**Gate families picked out**

Scale: 3 px per um.
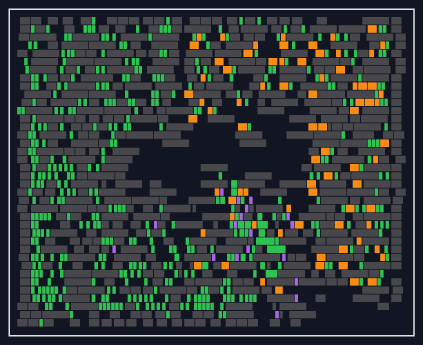
**Signal wires by layer**

Scale: 3 px per um.
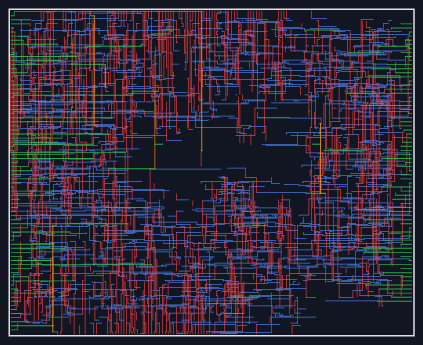
**The clock network**

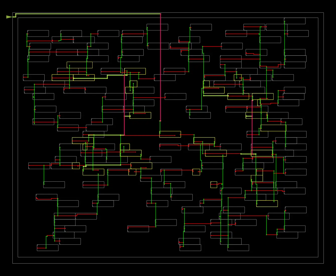
**Register map, names as in the netlist**

Scale: 2 px per um.
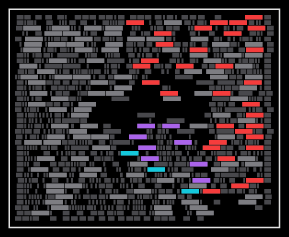
Design mc_mem_interface, sky130hd; sources not shown.
==> run notes <==
Results of the implementation run.

The fraction of final layout cells with drive strength greater than 1 came out at 9.77%. The part of the cycle the worst path needs is 82.0%. The pin closest to its max-slew limit shows a slew of 781 ps. The library cells used most frequently in the layout, excluding fill and tap cells, are nand2_1 (403), clkdlybuf4s50_1 (266), dfrtp_1 (144). roughly 270 I/O pins were placed. After its last routability iteration, the placer logged a weighted congestion of a little under 0.8. The number of failing hold endpoints at the final stage came out at 0.

Measured in cells, the most critical reg-to-reg path has a length of 8. The number of global-route vias before repair is 5452. The chip footprint is about 15000 um2.

The setup TNS came out at 0 ps. The fraction of cell area in non-clock buffers came out at 29.2%. The slowest cell on the critical path is clkdlybuf4s50_1. Clock cells make up approximately 6.2% of the layout cell area. The run finished with clean final reports. The core utilization at floorplan is a little under half. The number of CTS-inserted buffers came out at 17. The power report shows net switching accounting for 29.1% of the total.

The flow inserted 180 tap cells. The total number of multi-input combinational cells is between 500 and 600. The largest net degree at the start of global routing came out at 74. The area of the multi-input gates is 2260 um2. Setup repair after global routing left no endpoint under its margin. In this run, flip-flops and latches consume roughly two fifths of the power.

The synthesized chip area reported by yosys came out at 6260 um2. The register bit total from synthesis came out at between 100 and 150. The number of cell instances after yosys synthesis came out at just over 700. The cell area after technology mapping came out at 6260 um2. The final setup violation count is 0.
About 'gate families picked out':
inverting AOI/OAI gates: shown in orange, cells 77. NAND gates: shown in green, cells 419, where widely spread. inverters: shown in purple, cells 18.
most common cell after layout, fill and taps aside: nand2_1
proportion of cell area occupied by multi-input gates: 23.7%

About 'signal wires by layer':
metal 4: shown in orange, wire length 196 um. metal 3: shown in green, wire length 1600 um. metal 2: shown in red, wire length 8360 um. metal 1: shown in blue, wire length 7160 um.
total detailed-routing wirelength: 17.3 mm
average detailed-routed wire length per instance: 14.9 um
total via count after detailed routing: 5562
GRT Resource Usage Total: 24.4%

About 'the clock network':
FFs & Latches: 144
latest clock arrival within the worst-skew pair: 410 ps

About 'register map, names as in the netlist':
u_timer.count: shown in purple, sequential cells 8. instr: shown in red, sequential cells 32. kind: shown in cyan, sequential cells 3.
Another 101 sequential cells are not coloured.
sequential fraction of total cell area: 37.8%
Register Area: 3600 um2

## power by group through the flow
stage,Clock [mW],Combinational (mW),Sequential [mW]
finish,1.54,1.91,2.22
global route,1.65,2.10,2.28
CTS,1.58,1.93,2.22
detailed placement,0,1.92,2.22
global placement,0,1.88,2.21
floorplan,0,0.625,2.24
## stage by stage
step / power, mW / setup slack, ps / cell area (um2) / cells / utilization, %
final: 5.68 / 739 / 9540 / 1163 / 71.1
after global routing: 6.03 / 632 / 9540 / 1163 / 71.1
after global placement: 4.09 / 764 / 8900 / 1129 / 66.4
after CTS: 5.73 / 729 / 9500 / 1161 / 70.8
after detailed placement: 4.14 / 720 / 8900 / 1129 / 66.4
after floorplan: 2.86 / 1660 / 6260 / 713 / -
## synthesized netlist by cell type
cell	number
nand3_4	2
ha_1	1
buf_2	6
o21ai_0	4
nor2_2	3
dfrtp_1	144
inv_1	16
buf_6	20
clkbuf_1	10
nand2_1	403
o21bai_1	2
nand3_2	1
buf_4	4
o21ai_1	24
o31ai_1	1
inv_2	2
nor3_1	4
a21boi_0	1
o21ai_2	41
nand3_1	6
a21oi_1	4
nand4_1	3
nor2_1	7
nand2_4	1
nand2_2	3
## layer usage
layer  wire (um)  GRT usage, %
met5           0             0
met2        8360          40.4
met1        7160          30.4
met3        1600          9.38
met4         195          6.17
## cell families after synthesis
logic type,count (synthesis),share of synthesized area [%]
AOI/OAI and AO/OA,77,8.78
adders and majority gates,1,0.200
and+or+nand+nor,433,27.2
buffers and inverters,58,6.24
DFF,144,57.6
## critical path: cells and delay by family
family                 cells  cell delay, ps
and+or+nand+nor            4             350
buffers and inverters      3            1200
AOI/OAI and AO/OA          1             160
Power is estimated from default activity; no workload was simulated.
